--- config.mk ---
export PLATFORM = sky130hd
export DESIGN_NAME = alu_cmd_sequencer
export DESIGN_NICKNAME = d
export VERILOG_FILES = /design/src/rtl/alu_seq_pkg.sv /design/src/rtl/alu_seq_timeout.sv /design/src/rtl/alu_cmd_sequencer.sv
export SDC_FILE = /design/constraint.sdc
export NUM_CORES = 1
export LEC_CHECK = 0
export CAP_MARGIN = 20
export CORE_MARGIN = 10
export CORE_UTILIZATION = 40
export DETAILED_ROUTE_END_ITERATION = 12
export GPL_TIMING_DRIVEN = 0
export PLACE_DENSITY = 0.86
export RECOVER_POWER = 100
export SYNTH_ARGS = -nofsm -noshare
export SYNTH_HDL_FRONTEND = slang
export SYNTH_HIERARCHICAL = 1
export SYNTH_SLANG_ARGS = --single-unit
export TNS_END_PERCENT = 20
--- constraint.sdc ---
create_clock -name CLK -period 3.43 [get_ports CLK]
set_clock_uncertainty 0.15 [all_clocks]
set_input_delay 0.686 -clock CLK [delete_from_list [all_inputs] [get_ports CLK]]
set_output_delay 0.686 -clock CLK [all_outputs]
set_load 0.05 [all_outputs]
--- src/rtl/alu_seq_pkg.sv ---
// Shared types and constants for the ALU command sequencer: FSM state
// encoding, unit-select codes and the unit-enable decode.
package alu_seq_pkg;

    typedef enum logic [1:0] {
        IDLE  = 2'd0,
        ISSUE = 2'd1,
        WAIT  = 2'd2,
        RESP  = 2'd3
    } seq_state_e;

    localparam logic [1:0] UNIT_ARITH = 2'b00;
    localparam logic [1:0] UNIT_LOGIC = 2'b01;
    localparam logic [1:0] UNIT_CMP   = 2'b10;
    localparam logic [1:0] UNIT_SHIFT = 2'b11;

    // Enable vector bit order: {SHIFT, CMP, LOGIC, ARITH}.
    function automatic logic [3:0] unit_onehot(input logic [1:0] unit);
        unit_onehot = 4'b0001 << unit;
    endfunction

endpackage

--- src/rtl/alu_seq_timeout.sv ---
// WAIT-phase cycle counter for the sequencer timeout (built only when
// ALU_SEQ_TIMEOUT_EN is defined).
module alu_seq_timeout
    import alu_seq_pkg::*;
#(
    parameter int LIMIT = 8
) (
    input  logic CLK,
    input  logic RST,
    input  logic clr_i,
    input  logic en_i,
    output logic tc_o
);

    localparam int CW = $clog2(LIMIT + 1);

    logic [CW-1:0] cnt_q;
    logic [CW-1:0] cnt_d;

    always_comb begin
        cnt_d = cnt_q;
        if (clr_i) begin
            cnt_d = '0;
        end else if (en_i) begin
            cnt_d = cnt_q + 1'b1;
        end
    end

    always_ff @(posedge CLK or negedge RST) begin
        if (!RST) begin
            cnt_q <= '0;
        end else begin
            cnt_q <= cnt_d;
        end
    end

    // Terminal on the flagless WAIT cycle whose increment brings the count to LIMIT.
    assign tc_o = en_i && (cnt_q == CW'(LIMIT - 1));

endmodule

--- src/rtl/alu_cmd_sequencer.sv ---
// Initiator side of the ALU sub-unit interface: accepts one command, pulses
// one unit enable, waits for that unit's flag and returns the result.
// Optional WAIT timeout is compiled in with ALU_SEQ_TIMEOUT_EN.
module alu_cmd_sequencer
    import alu_seq_pkg::*;
#(
    parameter int DATA_WIDTH     = 16,
    parameter int TIMEOUT_CYCLES = 8
) (
    input  logic                  CLK,
    input  logic                  RST,
    input  logic                  CMD_VALID,
    output logic                  CMD_READY,
    input  logic [3:0]            CMD_OPCODE,
    input  logic [DATA_WIDTH-1:0] CMD_A,
    input  logic [DATA_WIDTH-1:0] CMD_B,
    output logic [DATA_WIDTH-1:0] A,
    output logic [DATA_WIDTH-1:0] B,
    output logic [1:0]            ALU_FUN,
    output logic                  ARITH_Enable,
    output logic                  LOGIC_Enable,
    output logic                  CMP_Enable,
    output logic                  SHIFT_Enable,
    input  logic [DATA_WIDTH-1:0] ARITH_OUT,
    input  logic [DATA_WIDTH-1:0] LOGIC_OUT,
    input  logic [DATA_WIDTH-1:0] CMP_OUT,
    input  logic [DATA_WIDTH-1:0] SHIFT_OUT,
    input  logic                  ARITH_Flag,
    input  logic                  LOGIC_Flag,
    input  logic                  CMP_Flag,
    input  logic                  SHIFT_Flag,
    output logic                  RSP_VALID,
    input  logic                  RSP_READY,
    output logic [DATA_WIDTH-1:0] RSP_DATA,
    output logic                  RSP_ERR,
    output logic [1:0]            dbg_state_o
);

    // Handshakes: a transfer happens on a rising edge where valid and ready are
    // both 1; valid, once raised, holds with its payload stable until transfer,
    // and ready never depends combinationally on valid.

    seq_state_e            state_q, state_d;
    logic [1:0]            unit_q, unit_d;
    logic [DATA_WIDTH-1:0] a_q, a_d;
    logic [DATA_WIDTH-1:0] b_q, b_d;
    logic [1:0]            fun_q, fun_d;
    logic [3:0]            en_q, en_d;
    logic                  cmd_ready_q, cmd_ready_d;
    logic                  rsp_valid_q, rsp_valid_d;
    logic [DATA_WIDTH-1:0] rsp_data_q, rsp_data_d;

    logic                  accept;
    logic                  sel_flag;
    logic [DATA_WIDTH-1:0] sel_out;
    logic                  timeout_tc;

    assign accept = (state_q == IDLE) && CMD_VALID && cmd_ready_q;

    always_comb begin
        sel_flag = 1'b0;
        sel_out  = '0;
        case (unit_q)
            UNIT_ARITH: begin sel_flag = ARITH_Flag; sel_out = ARITH_OUT; end
            UNIT_LOGIC: begin sel_flag = LOGIC_Flag; sel_out = LOGIC_OUT; end
            UNIT_CMP:   begin sel_flag = CMP_Flag;   sel_out = CMP_OUT;   end
            UNIT_SHIFT: begin sel_flag = SHIFT_Flag; sel_out = SHIFT_OUT; end
            default:    begin sel_flag = 1'b0;       sel_out = '0;        end
        endcase
    end

    // State and registered-output register.
    always_ff @(posedge CLK or negedge RST) begin
        if (!RST) begin
            state_q     <= IDLE;
            unit_q      <= UNIT_ARITH;
            a_q         <= '0;
            b_q         <= '0;
            fun_q       <= '0;
            en_q        <= '0;
            cmd_ready_q <= 1'b0;
            rsp_valid_q <= 1'b0;
            rsp_data_q  <= '0;
        end else begin
            state_q     <= state_d;
            unit_q      <= unit_d;
            a_q         <= a_d;
            b_q         <= b_d;
            fun_q       <= fun_d;
            en_q        <= en_d;
            cmd_ready_q <= cmd_ready_d;
            rsp_valid_q <= rsp_valid_d;
            rsp_data_q  <= rsp_data_d;
        end
    end

    // Next-state logic.
    always_comb begin
        state_d = state_q;
        case (state_q)
            IDLE:    if (accept) state_d = ISSUE;
            ISSUE:   state_d = WAIT;
            WAIT:    if (sel_flag || timeout_tc) state_d = RESP;
            RESP:    if (RSP_READY) state_d = IDLE;
            default: state_d = IDLE;
        endcase
    end

    // Output logic: every output is the register of a value decided from state_d.
    always_comb begin
        a_d        = a_q;
        b_d        = b_q;
        fun_d      = fun_q;
        unit_d     = unit_q;
        rsp_data_d = rsp_data_q;
        if (accept) begin
            a_d    = CMD_A;
            b_d    = CMD_B;
            fun_d  = CMD_OPCODE[1:0];
            unit_d = CMD_OPCODE[3:2];
        end
        if (state_q == WAIT) begin
            if (sel_flag) begin
                rsp_data_d = sel_out;
            end else if (timeout_tc) begin
                rsp_data_d = '0;
            end
        end
        en_d        = (state_d == ISSUE) ? unit_onehot(unit_d) : 4'b0000;
        cmd_ready_d = (state_d == IDLE);
        rsp_valid_d = (state_d == RESP);
    end

`ifdef ALU_SEQ_TIMEOUT_EN
    logic rsp_err_q, rsp_err_d;

    // WAIT is only ever entered from ISSUE, so ISSUE is the clear point.
    alu_seq_timeout #(
        .LIMIT (TIMEOUT_CYCLES)
    ) u_timeout (
        .CLK   (CLK),
        .RST   (RST),
        .clr_i (state_q == ISSUE),
        .en_i  ((state_q == WAIT) && !sel_flag),
        .tc_o  (timeout_tc)
    );

    always_comb begin
        rsp_err_d = rsp_err_q;
        if (state_q == WAIT) begin
            if (sel_flag) begin
                rsp_err_d = 1'b0;
            end else if (timeout_tc) begin
                rsp_err_d = 1'b1;
            end
        end
    end

    always_ff @(posedge CLK or negedge RST) begin
        if (!RST) begin
            rsp_err_q <= 1'b0;
        end else begin
            rsp_err_q <= rsp_err_d;
        end
    end

    assign RSP_ERR = rsp_err_q;
`else
    logic unused_cfg;

    assign timeout_tc = 1'b0;
    assign RSP_ERR    = 1'b0;
    assign unused_cfg = (TIMEOUT_CYCLES > 0);
`endif

    assign CMD_READY    = cmd_ready_q;
    assign A            = a_q;
    assign B            = b_q;
    assign ALU_FUN      = fun_q;
    assign ARITH_Enable = en_q[0];
    assign LOGIC_Enable = en_q[1];
    assign CMP_Enable   = en_q[2];
    assign SHIFT_Enable = en_q[3];
    assign RSP_VALID    = rsp_valid_q;
    assign RSP_DATA     = rsp_data_q;
    assign dbg_state_o  = state_q;

endmodule

==> run_1/sizing.png <==
The bar under the picture is 20 um long.
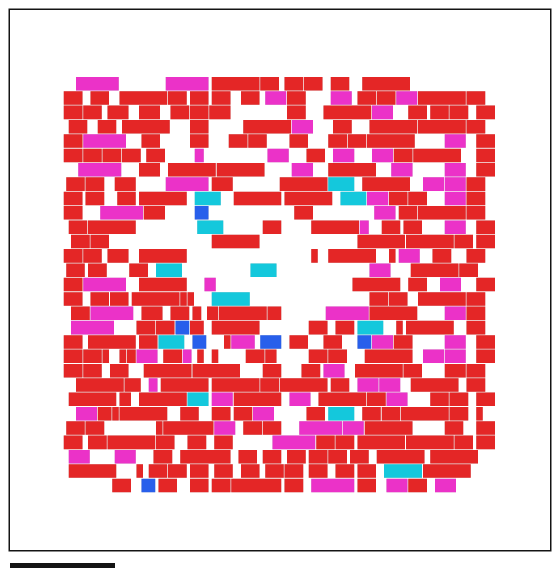
x6 and larger: in cyan, cells 12, share 3.5%. x2: in magenta, cells 60, share 18%. x3 and x4: in blue, cells 6, share 1.8%. x1 and smaller: in red, cells 262, share 77%.

==> run_1/clock_nets.png <==
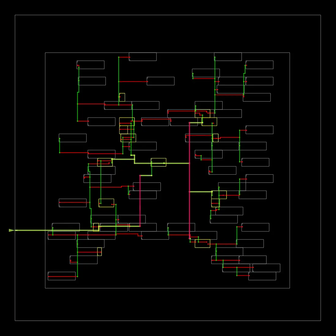
power drawn by the clock network: 512 uW
Clk Latency, worst-skew pair: 0.32 ns

==> run_1/clock_wires.png <==
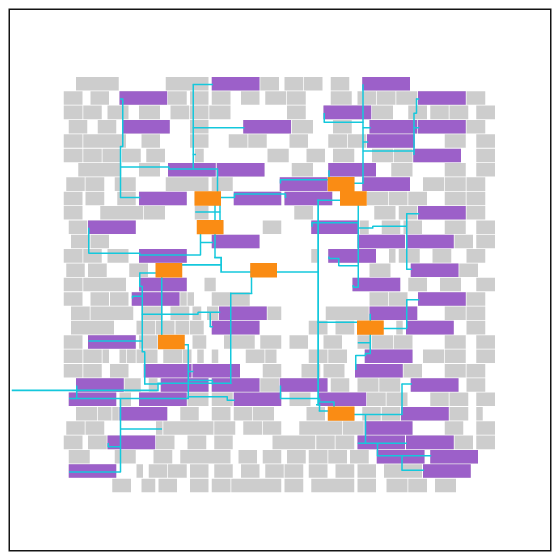
flip-flops: in purple, count 60. clock-net drivers: in orange, count 9. clock wires: in cyan, length 715 um.
There are 10 routed clock nets.

==> reports/metrics.yaml, run 1 <==
place:
  dpl.hpwl_um: 6770
  preCtsSetupSlack_ns: 0.871
  placedCellCount: 402
  gpl.final_weighted_congestion: 0.689
  portBuffers: 165
  dpl-instance-area_um2: 4480
synthesis:
  post_synth_main_logic_family: "multiplexers"
  synth_cell_count_leaders: "dfrtp_1, mux2_2, mux4_2"
  post_synth_num_cell_types: 27
  synthMuxAreaShare_pct: 36.8
  yosys-top-cells-area: "dfrtp_1, mux2_2, mux4_2"
  ys_sh_aoi_pct: 1.20
  yosysWarningCount: 6
  synthesis.instances: 159
  synth_async_sr_flop_share_pct: 100
  mappedNetlistNets: 267
  yosysTopAreaCell: "dfrtp_1"
  xor_xnor_share_pct: 0
  synth_flop_count: 60
  post_synth_and_or_nand_nor_area_fraction_pct: 3.32
  synth-edff-count: 0
  ys_chip_area_um2: 2710
  adder_share_pct: 0
  dominantRegCellSynth: "dfrtp_1"
  ys_seq_share_pct: 55.3
  synthMostInstantiatedCell: "dfrtp_1"
  synth-cells-yosys: 159
  synth_largest_type_area_fraction_pct: 55.3
  mappedNetlistArea_um2: 2710
layout:
  commonest_cells_after_routing_fill_and_taps_aside: "clkdlybuf4s50_1, dlygate4sd3_1, dfrtp_1"
  logic_area_um2: 1080
  finish.instance_area_um2: 4590
  instances_no_fill: 419
  area_share_nonclk_buffers_pct: 38.0
  clock_area_share_pct: 3.44
  nonClockBufferCount: 177
  seq_cells: 60
  final_net_count: 444
  comb_area_share_pct: 23.5
  areaGrowthSynthToFinish_pct: 69.0
  clock_buffers: 10
  total_inserted_antenna_cells: 2
  seq_area_um2: 1500
  logic_gate_count: 87
  inverters_excl_clock: 1
  largestClassByArea: "buffers"
  fillers: 452
  drive_gt1_share_pct: 22.9
  seq-cell-share_pct: 32.7
  final_layout_top_logic_cell: "clkdlybuf4s50_1"
  layout.core_utilization_pct: 71.0
routing:
  drt_pass1_iterations: 3
  wire_length_after_detailed_routing_um: 8130
  detail_route.vias_per_cell: 4.96
  drt-wirelength-per-cell_um: 19.4
  drc: 0
  detailed_router_s_first_iteration_violation_count: 46
  final_antenna_net_count: 0
  detailroute.via_count: 2079
power:
  power.share.switching_pct: 46.7
  p_seq_uw: 1190
  total_leakage_power_uw: 0.00195
  power.switching_uw: 2040
  internal-power_uw: 2330
  power_combinational_uw: 2660
  seq_power_share_pct: 27.3
  total_power_of_the_final_layout_uw: 4370
  power.density_nw_per_um2: 953
  worst_ir_drop_vdd_uv: 524
  comb_power_share_pct: 60.9
  clock_power_share_pct: 11.7
worst_setup_path:
  worst_path_max_delay_cell: "o22ai_1"
  critical_path.max_fanout: 10
  endpoint_kind: "flop"
  crit_path_cell_trace: "dlygate4sd3_1 -> mux2i_1 -> o22ai_1 -> buf_12 -> mux2_1"
  worst_path_dominant_cell_family: "AND-OR/OR-AND gates"
  timing.critical_path.arrival_ns: 2.65
  kind_of_critical_path: "in -> reg"
  start_kind: "input port"
  cp_data_required_time_ns: 3.48
  critical_path_buf_inv_count: 2
  max_stage_delay_ns: 0.81
clocking:
  postCtsSetupRepairBufs: 0
  cts_tree: "yes"
  cts-root-to-sink-buffers: 2
  ctsHtreeMaxLevel: 3
  clock_sink_count: 60
  cts-hold-fix-buffers: 0
  root_buffer_master: "clkbuf_8"
  cts_buffers: 9
  clk_transition_reported_paths_ns: 0.07
global_routing:
  first_pass_grt_wire_length_um: 12700
  grt_util_all_layers_pct: 15.8
  vias_in_the_first_global_route: 2440
  antenna_found_initial: 2
  pin_count_of_the_biggest_net_entering_global_routing: 33
  overflow: 0
floorplan:
  std_cell_rows: 29
  die-height_um: 102
  die_x_extent_um: 102
  core_area_um2: 6460
  pre_place_util_pct: 42.0
  top_level_ports: 167
  total_die_area_um2: 10500
final_timing:
  final_slew_violations: 32
  period_used_pct: 75.7
  finalWorstPathRequiredPeriod_ns: 2.60
  slew_headroom_pct: -15.1
  worst_pin_slew_ns: 1.73
  setup_viol_count_final: 0
  maxClockFrequency_ghz: 0.385
  final_total_negative_setup_slack_ns: 0
  hold-worst-slack_ns: 0.334
  grt_setup_unrepaired: "no"
job:
  log.warning_count: 26
  timing.max_cap.violations: 1
status:
  failed_checks: "capacitance limit, slew limit"
  outcome: "finished, violations left"
worst_hold_path:
  worstHoldPathType: "reg -> reg"
==> run 1: cells by family after synthesis <==
family | after synthesis
compound gates | 3
buf+inv | 12
flops | 60
mux | 69
other cells | 1
simple gates | 14
==> run 1: path summary, 6_finish.rpt <==
path,start,end,slack [ns],cells past startpoint
max,ARITH_Flag,RSP_DATA[13],0.83,5
min,RSP_DATA[8],RSP_DATA[8],0.33,1
max reg2reg,unit_q[1],RSP_DATA[13],0.94,5
min reg2reg,RSP_DATA[8],RSP_DATA[8],0.33,1
max in group asynchronous,RST,RSP_DATA[3],1.47,1
min in group asynchronous,RST,A[10],0.66,1
==> run 1: layer usage <==
metal	track usage (%)	wire length [um]	vias up	share of wire, %
met5	0	0	-	0
met4	6.18	150	0	1.8
met3	8.23	994	12	12
met2	27.4	4070	106	50
met1	15.8	2920	1009	36
li1	-	-	952	-
==> run_1/class_map.png <==
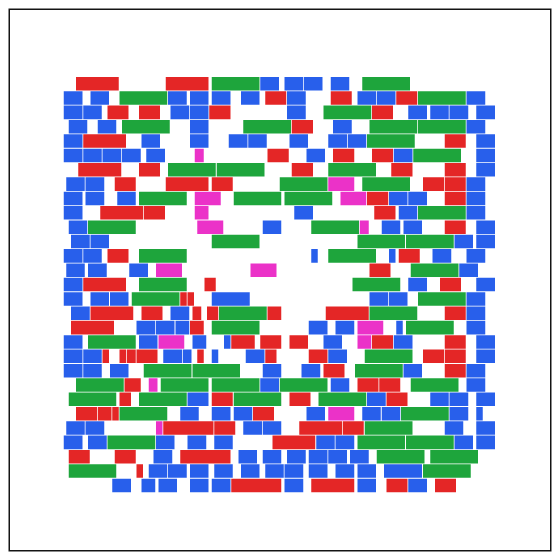

==> run 2, diff against run 1 <==
--- a/config.mk
+++ b/config.mk
@@ -7,10 +7,10 @@
 export LEC_CHECK = 0
 export CAP_MARGIN = 20
 export CORE_MARGIN = 10
-export CORE_UTILIZATION = 40
+export CORE_UTILIZATION = 37
 export DETAILED_ROUTE_END_ITERATION = 12
 export GPL_TIMING_DRIVEN = 0
-export PLACE_DENSITY = 0.86
+export PLACE_DENSITY = 0.8
 export RECOVER_POWER = 100
 export SYNTH_ARGS = -nofsm -noshare
 export SYNTH_HDL_FRONTEND = slang
==> constraint.sdc (replaced) <==
create_clock -name CLK -period 2.64 [get_ports CLK]
set_clock_uncertainty 0.15 [all_clocks]
set_input_delay 0.528 -clock CLK [delete_from_list [all_inputs] [get_ports CLK]]
set_output_delay 0.528 -clock CLK [all_outputs]
set_load 0.05 [all_outputs]
==> run_2/class_map.png <==
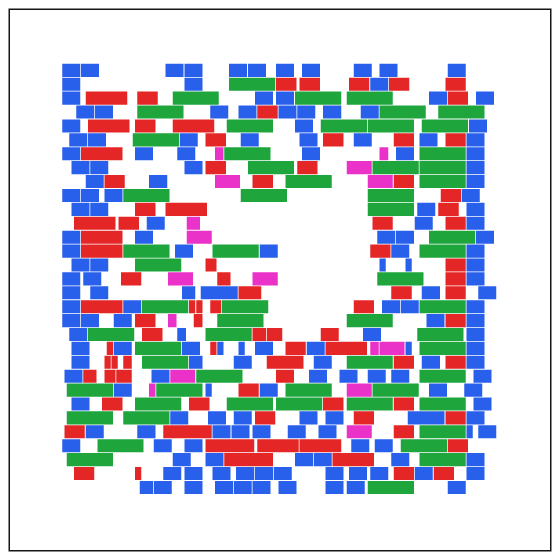
remaining buffers and delay cells: in blue, cells 177, share of their area 39%. remaining logic cells: in red, cells 88, share of their area 24%. registers: in green, cells 60, share of their area 33%. clock drivers and dummy loads: in magenta, cells 16, share of their area 3.8%.

==> run 2 against run 1 <==
  * The run still ends with capacitance limit, slew limit left
  * Count of clock-buffer cells in the layout increased by 1
  * Largest power group unchanged
  * Register-to-register slack worse by 0.49 ns
  * Sequential share of layout area decreased by 0.27 points
  * First-iteration DRC count fell by 4.3%
  * Sequential power up 29%
==> reports/metrics.yaml, run 2 <==
routing:
  drc: 0
  detailroute.via_count: 2056
  final_antenna_net_count: 0
  wirelength_met1_um: 2900
  wire_length_after_detailed_routing_um: 7970
  drt-wirelength-per-cell_um: 18.1
  route.met3.wl_um: 897
  detailed_router_s_first_iteration_violation_count: 44
  top_layer: "met4"
  drt_pass1_iterations: 4
  metal2_wl_um: 4090
  detail_route.vias_per_cell: 4.67
synthesis:
  yosysTopAreaCell: "dfrtp_1"
  post_synth_num_cell_types: 27
  synthMostInstantiatedCell: "dfrtp_1"
  yosys-top-cells-area: "dfrtp_1, mux2_2, mux4_2"
  synth_flop_count: 60
  yosysWarningCount: 6
  synth-cells-yosys: 159
  mappedNetlistNets: 267
  ys_sh_aoi_pct: 1.20
  adder_share_pct: 0
  post_synth_and_or_nand_nor_area_fraction_pct: 3.32
  synth_largest_type_area_fraction_pct: 55.3
  ys_seq_share_pct: 55.3
  synth_cell_count_leaders: "dfrtp_1, mux2_2, mux4_2"
  synthMuxAreaShare_pct: 36.8
  synth-edff-count: 0
  dominantRegCellSynth: "dfrtp_1"
  xor_xnor_share_pct: 0
  post_synth_main_logic_family: "multiplexers"
  synth_async_sr_flop_share_pct: 100
  mappedNetlistArea_um2: 2710
  synthesis.instances: 159
  ys_chip_area_um2: 2710
power:
  comb_power_share_pct: 60.6
  power.switching_uw: 2650
  internal-power_uw: 3050
  p_seq_uw: 1540
  total_leakage_power_uw: 0.00195
  clock_power_share_pct: 12.3
  seq_power_share_pct: 27.1
  total_power_of_the_final_layout_uw: 5690
  power.share.switching_pct: 46.5
  power.density_nw_per_um2: 1230
  power_clock_uw: 699
  power_combinational_uw: 3450
  worst_ir_drop_vdd_uv: 560
worst_setup_path:
  endpoint_kind: "primary output"
  critical_path.max_fanout: 7
  worstReg2RegStart: "dbg_state_o[0]"
  critical_path_buf_inv_count: 1
  worst_path_max_delay_cell: "dlygate4sd3_1"
  rr_worst_depth: 4
  kind_of_critical_path: "reg -> out"
  max_stage_delay_ns: 0.96
  timing.reg2reg.setup_slack_ns: 0.45
  timing.critical_path.arrival_ns: 1.73
  crit_path_cell_trace: "dlygate4sd3_1"
  start_kind: "flop"
  worst_r2r_endpoint: "B[1]"
  worst_path_dominant_cell_family: "buffers and inverters"
  cp_data_required_time_ns: 1.96
global_routing:
  antenna_found_initial: 0
  overflow: 0
  grt_util_all_layers_pct: 14.5
  met3_usage_pct: 7.61
  groute.layer.met2.usage_pct: 24.9
  pin_count_of_the_biggest_net_entering_global_routing: 33
  vias_in_the_first_global_route: 2348
  top_usage_layer: "met2"
  use_met1_pct: 15.1
place:
  placedCellCount: 424
  dpl-instance-area_um2: 4500
  dpl.hpwl_um: 6660
  portBuffers: 165
  preCtsSetupSlack_ns: 0.195
  gpl.final_weighted_congestion: 0.694
final_timing:
  grt_setup_unrepaired: "no"
  final_slew_violations: 32
  final_total_negative_setup_slack_ns: 0
  hold-worst-slack_ns: 0.342
  setup_viol_count_final: 0
  period_used_pct: 91.3
  maxClockFrequency_ghz: 0.415
  finalWorstPathRequiredPeriod_ns: 2.41
  worst_pin_slew_ns: 1.71
  slew_headroom_pct: -14.1
clocking:
  ctsHtreeMaxLevel: 3
  clock_sink_count: 60
  postCtsSetupRepairBufs: 0
  root_buffer_master: "clkbuf_8"
  cts-hold-fix-buffers: 0
  cts-root-to-sink-buffers: 2
  cts_tree: "yes"
  cts_buffers: 9
  clk_latency_ns: 0.32
  clk_transition_reported_paths_ns: 0.06
status:
  outcome: "finished, violations left"
  failed_checks: "capacitance limit, slew limit"
floorplan:
  total_die_area_um2: 11200
  die-height_um: 106
  core_area_um2: 7180
  pre_place_util_pct: 37.8
  std_cell_rows: 31
  top_level_ports: 167
  die_x_extent_um: 106
worst_hold_path:
  timing.hold.worst_endpoint: "RSP_DATA[8]"
  min_path_cells: 1
  worstHoldPathType: "reg -> reg"
  hold_path_start: "RSP_DATA[8]"
job:
  log.warning_count: 26
  timing.max_cap.violations: 1
layout:
  commonest_cells_after_routing_fill_and_taps_aside: "clkdlybuf4s50_1, dfrtp_1, dlygate4sd3_1"
  instances_no_fill: 440
  layout.core_utilization_pct: 64.4
  drive_gt1_share_pct: 22.9
  total_inserted_antenna_cells: 0
  areaGrowthSynthToFinish_pct: 70.4
  final_net_count: 444
  finish.instance_area_um2: 4620
-- run 2: cell counts after synthesis --
No cell type changed its count.
-- run 2: worst max path at each step --
stage	from	to	depth (start not counted)
after floorplan	dbg_state_o[1]	RSP_DATA[10]	4
after global placement	RST	RSP_DATA[7]	1
after detailed placement	CMD_VALID	B[1]	5
after CTS	dbg_state_o[0]	dbg_state_o[0]	1
after global routing	CMD_VALID	B[1]	5
final	dbg_state_o[0]	dbg_state_o[0]	1
-- run 2: cell type report --
type | count | area [um2]
inverter | 1 | 3.75
timing repair buffer | 166 | 1670
tap | 99 | 124
buffer | 11 | 70.1
sequential | 60 | 1500
clock inverter | 5 | 27.5
clock buffer | 11 | 141
fill | 547 | 2550
multi-input combinational | 87 | 1090
Power is estimated from default activity; no workload was simulated.
